$ cat config.mk
export PLATFORM = sky130hd
export DESIGN_NAME = queue_ctrl_8_4
export DESIGN_NICKNAME = d
export VERILOG_FILES = /design/src/rtl/queue_ctrl_8_4_pkg.sv /design/src/rtl/queue_ctrl_8_4_ptr.sv /design/src/rtl/queue_ctrl_8_4.sv
export SDC_FILE = /design/constraint.sdc
export NUM_CORES = 1
export LEC_CHECK = 0
export CAP_MARGIN = 20
export CELL_PAD_IN_SITES_DETAIL_PLACEMENT = 1
export CELL_PAD_IN_SITES_GLOBAL_PLACEMENT = 1
export CORE_UTILIZATION = 35
export CTS_BUF_LIST = sky130_fd_sc_hd__clkbuf_2
export CTS_CLUSTER_SIZE = 8
export DETAILED_ROUTE_END_ITERATION = 6
export GPL_ROUTABILITY_DRIVEN = 0
export PLACE_DENSITY_LB_ADDON = 0.3
export SLEW_MARGIN = 20
export SYNTH_ARGS = -nofsm -noshare
export SYNTH_HDL_FRONTEND = slang
export SYNTH_SLANG_ARGS = --single-unit
$ cat constraint.sdc
create_clock -name clk -period 9.1 [get_ports clk]
set_clock_uncertainty 0.15 [all_clocks]
set_input_delay 1.82 -clock clk [delete_from_list [all_inputs] [get_ports clk]]
set_output_delay 1.82 -clock clk [all_outputs]
set_load 0.02 [all_outputs]
$ cat src/rtl/queue_ctrl_8_4_pkg.sv
// Shared defaults and the q_state encoding for the queue controller slice.
// Used by queue_ctrl_8_4 (optional error flags: QUEUE_CTRL_ERR_EN).
package queue_pkg;

  localparam int Q_AW    = 3;
  localparam int Q_DW    = 4;
  localparam int Q_DEPTH = 8;

  typedef enum logic [1:0] {
    Q_EMPTY   = 2'd0,
    Q_PARTIAL = 2'd1,
    Q_FULL    = 2'd2
  } q_state_e;

endpackage

$ cat src/rtl/queue_ctrl_8_4_ptr.sv
// (AW+1)-bit wrap pointer: MSB is the lap bit, low AW bits address the RAM.
module queue_ptr #(
  parameter int AW = 3
) (
  input  logic        clk,
  input  logic        rst,
  input  logic        i_clr,
  input  logic        i_inc,
  output logic [AW:0] o_ptr
);

  logic [AW:0] r_ptr;

  always_ff @(posedge clk or posedge rst) begin
    if (rst) begin
      r_ptr <= '0;
    end else if (i_clr) begin
      r_ptr <= '0;
    end else if (i_inc) begin
      r_ptr <= r_ptr + 1'b1;
    end
  end

  assign o_ptr = r_ptr;

endmodule

$ cat src/rtl/queue_ctrl_8_4.sv
// Circular-queue controller sequencing an external 8x4 synchronous 1R1W RAM.
// Define QUEUE_CTRL_ERR_EN to build the sticky overflow/underflow flags.
module queue_ctrl_8_4
  import queue_pkg::*;
#(
  parameter int AW        = Q_AW,
  parameter int DW        = Q_DW,
  parameter int DEPTH     = Q_DEPTH,
  parameter int AFULL_TH  = 6,
  parameter int AEMPTY_TH = 2
) (
  input  logic          clk,
  input  logic          reset,
  input  logic          push,
  input  logic [DW-1:0] push_data,
  output logic          push_ready,
  input  logic          pop,
  output logic          pop_ready,
  output logic          pop_valid,
  output logic [DW-1:0] pop_data,
  input  logic          flush,
  output logic [AW:0]   count,
  output logic          full,
  output logic          empty,
  output logic          almost_full,
  output logic          almost_empty,
  output logic [1:0]    q_state,
  output logic          overflow,
  output logic          underflow,
  output logic          ram_w_wr,
  output logic [DW-1:0] ram_w_din,
  output logic [AW-1:0] ram_w_addr,
  output logic [AW-1:0] ram_r_addr,
  input  logic [DW-1:0] ram_r_dout
);

  localparam logic [AW:0] DEPTH_V  = (AW+1)'(DEPTH);
  localparam logic [AW:0] AFULL_V  = (AW+1)'(AFULL_TH);
  localparam logic [AW:0] AEMPTY_V = (AW+1)'(AEMPTY_TH);

  logic [AW:0] w_wr_ptr;
  logic [AW:0] w_rd_ptr;
  logic        w_full;
  logic        w_empty;
  logic        w_push_acc;
  logic        w_pop_acc;
  logic [AW:0] w_count_nxt;
  q_state_e    w_state_nxt;

  logic [AW:0] r_count;
  q_state_e    r_state;
  logic        r_pop_valid;

  queue_ptr #(.AW(AW)) u_wr_ptr (
    .clk   (clk),
    .rst   (reset),
    .i_clr (flush),
    .i_inc (w_push_acc),
    .o_ptr (w_wr_ptr)
  );

  queue_ptr #(.AW(AW)) u_rd_ptr (
    .clk   (clk),
    .rst   (reset),
    .i_clr (flush),
    .i_inc (w_pop_acc),
    .o_ptr (w_rd_ptr)
  );

  assign w_empty = (w_wr_ptr == w_rd_ptr);
  assign w_full  = (w_wr_ptr[AW-1:0] == w_rd_ptr[AW-1:0]) &&
                   (w_wr_ptr[AW] != w_rd_ptr[AW]);

  // Full blocks push even alongside a pop: head and tail share an address then.
  assign push_ready = !w_full  && !flush && !reset;
  assign pop_ready  = !w_empty && !flush && !reset;
  assign w_push_acc = push && push_ready;
  assign w_pop_acc  = pop  && pop_ready;

  always_comb begin
    w_count_nxt = r_count;
    if (flush) begin
      w_count_nxt = '0;
    end else begin
      unique case ({w_push_acc, w_pop_acc})
        2'b10:   w_count_nxt = r_count + 1'b1;
        2'b01:   w_count_nxt = r_count - 1'b1;
        default: w_count_nxt = r_count;
      endcase
    end

    if (w_count_nxt == '0) begin
      w_state_nxt = Q_EMPTY;
    end else if (w_count_nxt == DEPTH_V) begin
      w_state_nxt = Q_FULL;
    end else begin
      w_state_nxt = Q_PARTIAL;
    end
  end

  always_ff @(posedge clk or posedge reset) begin
    if (reset) begin
      r_count     <= '0;
      r_state     <= Q_EMPTY;
      r_pop_valid <= 1'b0;
    end else begin
      r_count     <= w_count_nxt;
      r_state     <= w_state_nxt;
      r_pop_valid <= w_pop_acc;
    end
  end

`ifdef QUEUE_CTRL_ERR_EN
  logic r_overflow;
  logic r_underflow;

  always_ff @(posedge clk or posedge reset) begin
    if (reset) begin
      r_overflow  <= 1'b0;
      r_underflow <= 1'b0;
    end else if (flush) begin
      r_overflow  <= 1'b0;
      r_underflow <= 1'b0;
    end else begin
      if (push && w_full)  r_overflow  <= 1'b1;
      if (pop  && w_empty) r_underflow <= 1'b1;
    end
  end

  assign overflow  = r_overflow;
  assign underflow = r_underflow;
`else
  assign overflow  = 1'b0;
  assign underflow = 1'b0;
`endif

  assign count        = r_count;
  assign full         = w_full;
  assign empty        = w_empty;
  assign almost_full  = (r_count >= AFULL_V);
  assign almost_empty = (r_count <= AEMPTY_V);
  assign q_state      = r_state;
  assign pop_valid    = r_pop_valid;
  assign pop_data     = ram_r_dout;

  assign ram_w_wr   = w_push_acc;
  assign ram_w_din  = push_data;
  assign ram_w_addr = w_wr_ptr[AW-1:0];
  assign ram_r_addr = w_rd_ptr[AW-1:0];

endmodule

**Run 1: placed cells, one color a class**

Drawn at 6 px/um. Fill, decap, tap and diode cells in gray.
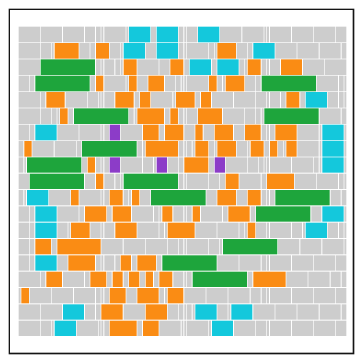
- remaining logic cells: orange (cells 74; share of their area 47%)
- remaining buffers and delay cells: cyan (cells 24; share of their area 20%)
- clock drivers and dummy loads: purple (cells 4; share of their area 1.7%)
- sequential cells: green (cells 15; share of their area 31%)

**Run 1: a small window of the routed layout**

Region (16, 16) to (41, 41) um. Cells in gray, sequential cells in the stronger gray; small squares are vias.
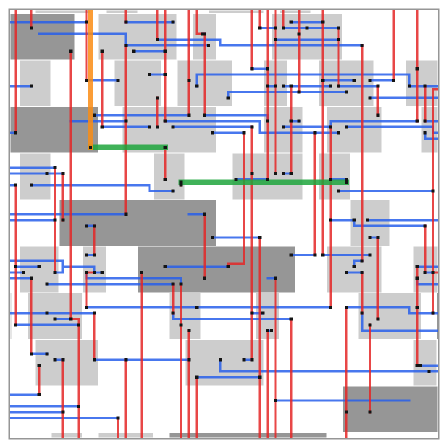
- M2: red
- M3: green
- M4: orange
- M1: blue
- cells with their middle in the window: 32
- sequential cells in the window: 4
- most frequent: clkbuf_2 (4), dfrtp_1 (4)
- netlist names of flops here include: u_wr_ptr.o_ptr (2)

**Run 1: clock routing**

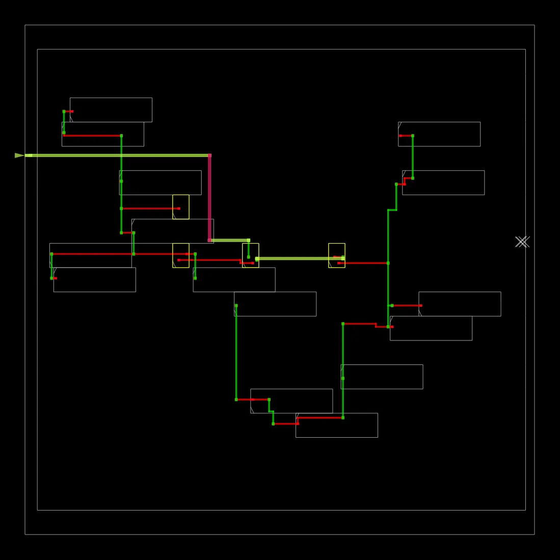
Flop Count: 15
CTS Sinks: 15

-- run 1: worst max-delay path: cells and delay by family --
family,cells,cell delay [ns]
and+or+nand+nor,2,0.85
buffers and inverters,3,1.38
-- run 1: stage by stage --
stage | worst slack (ns) | area (um^2) | hold WS (ns) | utilization, % | power (W)
after global placement | 3.12 | 1220 | 0.379 | 43.0 | 0.000103
after floorplan | 4.34 | 1070 | 0.343 | - | 0.0000976
final | 3.07 | 1240 | 0.400 | 43.7 | 0.000134
after CTS | 3.07 | 1240 | 0.407 | 43.7 | 0.000136
after detailed placement | 3.07 | 1220 | 0.387 | 43.0 | 0.000104
after global routing | 3.00 | 1240 | 0.429 | 43.7 | 0.000142
-- run 1: power groups by stage --
stage | Combinational (W) | Clock (W) | Sequential (W)
floorplan | 0.0000233 | 0 | 0.0000743
global placement | 0.0000299 | 0 | 0.0000734
detailed placement | 0.0000307 | 0 | 0.0000735
CTS | 0.0000309 | 0.0000330 | 0.0000723
global route | 0.0000334 | 0.0000356 | 0.0000727
finish | 0.0000304 | 0.0000311 | 0.0000721
-- run 1: cells by family (layout without fill, tap and decap cells) --
group                    after synthesis  in the layout  share of synthesized area, %
AND/OR/NAND/NOR                       33             33                          18.6
buffers and inverters                 22             32                          13.5
multiplexers                           9              9                          9.53
adder cells (fa/ha/maj)                6              6                          7.76
flip-flops                            15             15                          35.3
other                                  1              2                         0.353
XOR/XNOR                               8              8                          6.59
AND-OR/OR-AND                         12             12                          8.35
-- run 1: sequential cells by signal (all words and copies together), names as in the netlist --
name	flops
q_state	2
u_rd_ptr.o_ptr	4
u_wr_ptr.o_ptr	4
pop_valid	1
count	4
-- run 1: layout make-up --
type	instances	area share [%]
multi-input combinational	70	44.3
sequential	15	30.3
timing repair buffer	24	19.4
tap	31	3.13
clock buffer	4	1.62
inverter	4	1.21
==> qor.csv, run 1 <==
stage;metric;value;unit
synth;Mapped Area;0.00106;mm^2
clocking;Hold-fix buffers, CTS;0;
setup_path;endpoint kind of the worst setup timing path;output port;
worst_hold_path;Endpoint, Worst Hold;u_rd_ptr.o_ptr[2];
clocking;Root Buffer;clkbuf_2;
detailed_routing;drt first pass iters;5;
detailed_routing;Met3 Wirelength;93;um
detailed_routing;top layer in use;met4;
place;# port buffers;24;
synth;synth warn;0;
setup_path;worst r2r dst;q_state[1];
setup_path;CP max stage delay;0.70;ns
grt;largest net degree at the start of global routing;18;
grt;vias in the first global route;838;
pwr;sequential power share;54.0;%
grt;global-route usage over all layers;15.2;%
setup_path;FF-to-FF path depth;10;
sta;Worst-Margin Slew;0.570;ns
floorplan;FP Util;37.6;%
grt;routing usage on met1;19.1;%
grt;first-pass GRT wire length;3.88;mm
clocking;H-tree depth;1;
pwr;PwrDens;108;mW/mm^2
status;status;finished with violations;
clocking;Worst-Skew Late Latency;0.27;ns
synth;Post-synth area hogs;dfrtp_1 35%, buf_4 11%, ha_1 5.9%;
sta;fmax;166;MHz
pwr;switch share;29.5;%
clocking;post_cts resized;0;
synth;Main synth FF type;dfrtp_1;
synth;fraction of registers with async set/reset;100;%
clocking;Post-CTS Setup Bufs;0;
pwr;leak pwr;0.608;nW
synth;ys flops;15;
grt;GRT busiest layer;met2;
setup_path;CP Launch Type;input pin;
sta;Final Cycle Share;66.2;%
synth;count leader, synth;buf_4;
setup_path;critical path class;in2out;
finish;Final nets;137;
synth;Yosys top cell by area;dfrtp_1;
floorplan;die height;57.1;um
synth;Top cell area share;35.3;%
floorplan;boundary pin count;43;
place;DP HPWL;1.70;mm
detailed_routing;Post-Route WL;2.18;mm
setup_path;worst setup path end;ram_w_wr;
sta;final setup violation count;0;
detailed_routing;wire length on met1;1.00;mm
setup_path;critical path arrival;4.06;ns
clocking;CTS buffer count;3;
finish;Reg area;375;um^2
detailed_routing;First DRT Iteration DRCs;13;
detailed_routing;via count;782;
floorplan;Die X-Extent;57.1;um
grt;met3 GRT Util;4.54;%
pwr;Clk pwr share;23.3;%
detailed_routing;Vias/cell;5.28;
clocking;Clock Path Buffers;2;
pwr;Comb pwr share;22.7;%
worst_hold_path;worst hold stages;1;
synth;Post-synth seq share;35.3;%
sta;RSZ-0062 raised after global routing;false;
sta;Max Transition Viols Final;0;
detailed_routing;DRT antenna net count;0;
grt;GR met2 Demand/Resource;26.2;%
setup_path;WP data required;7.13;ns
floorplan;core area;0.00283;mm^2
synth;Post-synth top cells;16 x buf_4, 15 x dfrtp_1, 9 x nor2_1;
synth;number of synthesized flops with an enable pin;0;
finish;fillcell total;316;
sta;setup TNS;0;ns
grt;Remaining Overflow, GRT;0;
synth;ys cells;106;
setup_path;crit-path most repeated cell;clkdlybuf4s50_1;
floorplan;Chip Area;0.00326;mm^2
setup_path;worst-path fanout max;17;
status;failing checks;DRC;
finish;Gate Area;548;um^2
finish;Diodes inserted;0;
setup_path;critical-path cell list;clkdlybuf4s50_1, or2_2, or3b_4, inv_1, clkdlybuf4s50_1;
detailed_routing;drc violations;3;
setup_path;Crit-path slowest cell;clkdlybuf4s50_1;
==> run 2: changes to the inputs <==
--- a/config.mk
+++ b/config.mk
@@ -8,7 +8,7 @@
 export CAP_MARGIN = 20
 export CELL_PAD_IN_SITES_DETAIL_PLACEMENT = 1
 export CELL_PAD_IN_SITES_GLOBAL_PLACEMENT = 1
-export CORE_UTILIZATION = 35
+export CORE_UTILIZATION = 29
 export CTS_BUF_LIST = sky130_fd_sc_hd__clkbuf_2
 export CTS_CLUSTER_SIZE = 8
 export DETAILED_ROUTE_END_ITERATION = 6
==> constraint.sdc (replaced) <==
create_clock -name clk -period 5.46 [get_ports clk]
set_clock_uncertainty 0.15 [all_clocks]
set_input_delay 1.092 -clock clk [delete_from_list [all_inputs] [get_ports clk]]
set_output_delay 1.092 -clock clk [all_outputs]
set_load 0.02 [all_outputs]
**Run 2: a small window of the routed layout**

Region (19, 19) to (44, 44) um. Cells in gray, sequential cells in the stronger gray; small squares are vias.
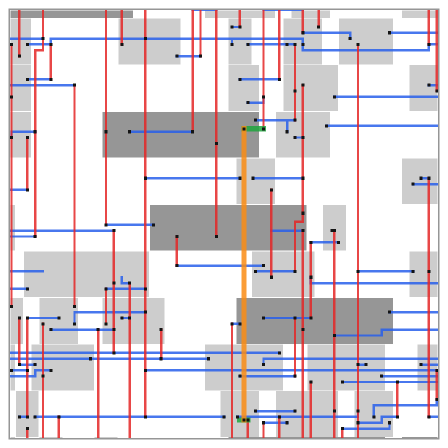
- M3: green
- M4: orange
- M2: red
- M1: blue
- cells with their middle in the window: 28
- sequential cells in the window: 3
- most frequent: xnor2_1 (4), mux2i_1 (4)

**Run 2: clock wires, drivers and flops**

Drawn at 10 px/um.
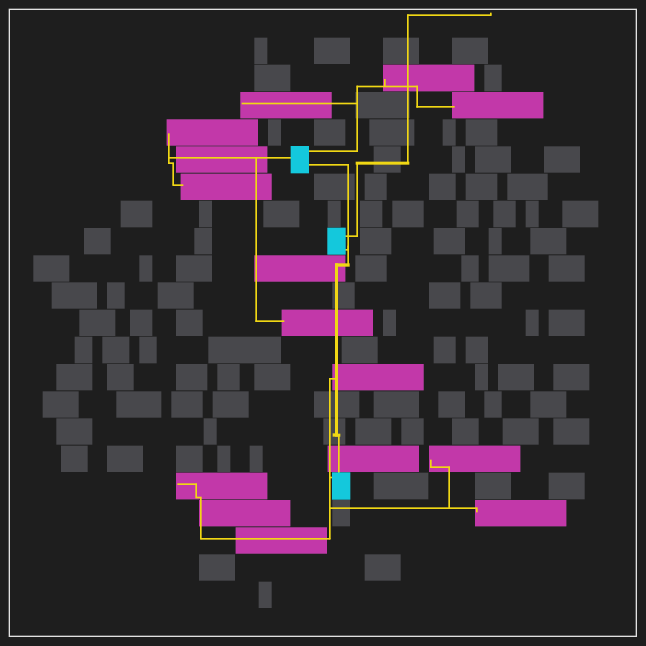
- clock wires: yellow (length 213 um)
- flip-flops: magenta (count 15)
- clock-net drivers: cyan (count 3)
- routed clock nets: 4
clock network power: 0.0000536 W
Clk pwr share: 23.9%
Worst-Skew Late Latency: 0.28 ns

==> run 2 against run 1 <==
Effect of this change:
- the run now ends clean
- wire length grew 3.1%
- register-to-register slack lost 3.6 ns
- via count is 0.64% lower
- non-clock buffer count rose by 1
- critical path depth grew 7
- clock power rose by 72%
- synthesized cell count did not move
- critical path type is now in2reg
==> qor.csv, run 2 <==
stage;metric;value;unit;change
status;status;completed;;
sta;Max Transition Viols Final;0;;unchanged
detailed_routing;drc violations;0;;-3
synth;post-synthesis compound-gate area fraction;8.35;%;unchanged
sta;Worst-Margin Slew;0.570;ns;+0.000175 ns
finish;fraction of layout cells with a size suffix above 1;10.2;%;
floorplan;boundary pin count;43;;unchanged
floorplan;die height;62.6;um;+9.5%
floorplan;Die X-Extent;62.6;um;+9.5%
grt;GR met2 Demand/Resource;19.6;%;-6.7 points
setup_path;CP max stage delay;0.48;ns;-0.22 ns
clocking;Post-CTS Setup Bufs;0;;unchanged
worst_hold_path;worst hold stages;1;;unchanged
sta;final setup violation count;0;;unchanged
synth;Post-synth area hogs;dfrtp_1 35%, buf_4 11%, ha_1 5.9%;;
pwr;leak pwr;0.613;nW;+0.79%
setup_path;critical path class;in2reg;;
setup_path;critical path arrival;4.40;ns;+0.34 ns
synth;Synth mux share;9.53;%;unchanged
finish;most frequent cells in the layout;24 x clkdlybuf4s50_1, 15 x dfrtp_1, 9 x nor2_1;;
synth;dominant kind of combinational cell;simple AND/OR/NAND/NOR gates;;
place;# port buffers;24;;unchanged
detailed_routing;via count;777;;-0.64%
pwr;PwrDens;178;mW/mm^2;+64%
worst_hold_path;Endpoint, Worst Hold;u_rd_ptr.o_ptr[2];;
detailed_routing;DRT antenna net count;0;;unchanged
clocking;CTS Sinks;15;;unchanged
sta;RSZ-0062 raised after global routing;false;;
setup_path;CP Launch Type;input pin;;
grt;met3 GRT Util;2.01;%;-2.5 points
grt;first-pass GRT wire length;3.92;mm;+1.1%
floorplan;Chip Area;0.00391;mm^2;+20%
setup_path;WP data required;5.49;ns;-1.64 ns
setup_path;crit-path most repeated cell;ha_1;;
grt;largest net degree at the start of global routing;18;;unchanged
setup_path;endpoint kind of the worst setup timing path;flip-flop;;
clocking;Clock Path Buffers;2;;unchanged
detailed_routing;drt first pass iters;5;;unchanged
synth;number of synthesized flops with an enable pin;0;;unchanged
sta;fmax;229;MHz;
setup_path;Crit-path slowest cell;or4b_1;;
synth;fa+ha+maj area frac;7.76;%;unchanged
floorplan;FP Util;31.1;%;-6.5 points
setup_path;worst r2r dst;q_state[1];;
detailed_routing;WL/cell;13.7;um;
floorplan;core area;0.00342;mm^2;+21%
clocking;H-tree depth;1;;unchanged
sta;setup TNS;0;ns;unchanged
setup_path;worst setup path end;q_state[1];;
synth;synth warn;0;;unchanged
detailed_routing;Vias/cell;4.74;;-10%
synth;Main synth FF type;dfrtp_1;;
grt;vias in the first global route;813;;-3.0%
setup_path;worst-path fanout max;17;;unchanged
pwr;Total Power;0.000224;W;+68%
synth;Yosys top cell by area;dfrtp_1;;
sta;Final Cycle Share;80.1;%;
finish;Final nets;138;;+0.73%
clocking;CTS tree;done;;
synth;ys cells;106;;unchanged
synth;Post-synth top cells;16 x buf_4, 15 x dfrtp_1, 9 x nor2_1;;
clocking;post_cts resized;0;;unchanged
synth;yosys simple share;18.6;%;unchanged
synth;ys flops;15;;unchanged
finish;Diodes inserted;0;;unchanged
synth;Top cell area share;35.3;%;unchanged
clocking;CTS buffer count;3;;unchanged
setup_path;critical-path cell list;clkdlybuf4s50_1, buf_4, or2_2, a41oi_1, nand2_1, inv_1, ha_1, ha_1, or4b_1, o311a_1, a211oi_1, nor3_1;;
synth;yosys xor share;6.59;%;unchanged
detailed_routing;Post-Route WL;2.25;mm;+3.1%
grt;global-route usage over all layers;12.5;%;-2.7 points
synth;count leader, synth;buf_4;;
clocking;Hold-fix buffers, CTS;0;;unchanged
synth;Post-synth seq share;35.3;%;unchanged
synth;fraction of registers with async set/reset;100;%;unchanged
grt;routing usage on met1;16.4;%;-2.7 points
grt;GRT busiest layer;met2;;
synth;Mapped Area;0.00106;mm^2;unchanged
clocking;Root Buffer;clkbuf_2;;
grt;Remaining Overflow, GRT;0;;unchanged
run 2: cell count changes in the layout (fill, tap and decap cells not counted):
| cell | previous run | this run |
|---|---|---|
| buf_4 | 0 | 1 |
run 2: cells by family after synthesis:
logic type,Yosys count
AND-OR/OR-AND,12
XOR/XNOR,8
adder cells (fa/ha/maj),6
buffers and inverters,22
flip-flops,15
multiplexers,9
other,1
AND/OR/NAND/NOR,33
run 2: layout make-up:
type | instances | area (um^2) | area share (%)
timing repair buffer | 25 | 248 | 19.6
sequential | 15 | 375 | 29.7
tap | 46 | 57.6 | 4.55
multi-input combinational | 70 | 548 | 43.4
inverter | 4 | 15.0 | 1.19
clock buffer | 4 | 20.0 | 1.58
run 2: routing by layer:
layer | wire length, um | share of wire [%] | up-vias
met2 | 1070 | 47 | 22
met5 | 0 | 0 | -
li1 | - | - | 374
met4 | 23 | 1.0 | 0
met3 | 121 | 5.4 | 4
met1 | 1040 | 46 | 377
run 2: metrics by stage:
stage | cell area, um^2 | hold WS (ns) | util [%] | std cells | setup WS [ns]
finish | 1260 | 0.393 | 37.0 | 164 | 1.08
global route | 1260 | 0.433 | 37.0 | 164 | 0.820
CTS | 1260 | 0.409 | 37.0 | 164 | 1.07
detailed placement | 1240 | 0.390 | 36.4 | 160 | 0.748
global placement | 1240 | 0.375 | 36.4 | 160 | 0.946
floorplan | 1070 | 0.343 | - | 107 | 1.43
run 2: critical path, delay by kind of cell:
kind / cells / cell delay, ns
adder cells (fa/ha/maj): 2 / 0.72
AND/OR/NAND/NOR: 4 / 1.09
buffers and inverters: 3 / 0.71
AND-OR/OR-AND: 3 / 0.78
run 2: report_power, final:
| group | internal, W | switching (W) |
|---|---|---|
| clock | 0.0000194 | 0.0000342 |
| combinational | 0.0000233 | 0.0000275 |
| sequential | 0.000115 | 0.00000523 |
Power figures rest on the tool's default switching activity, not on a simulated workload.
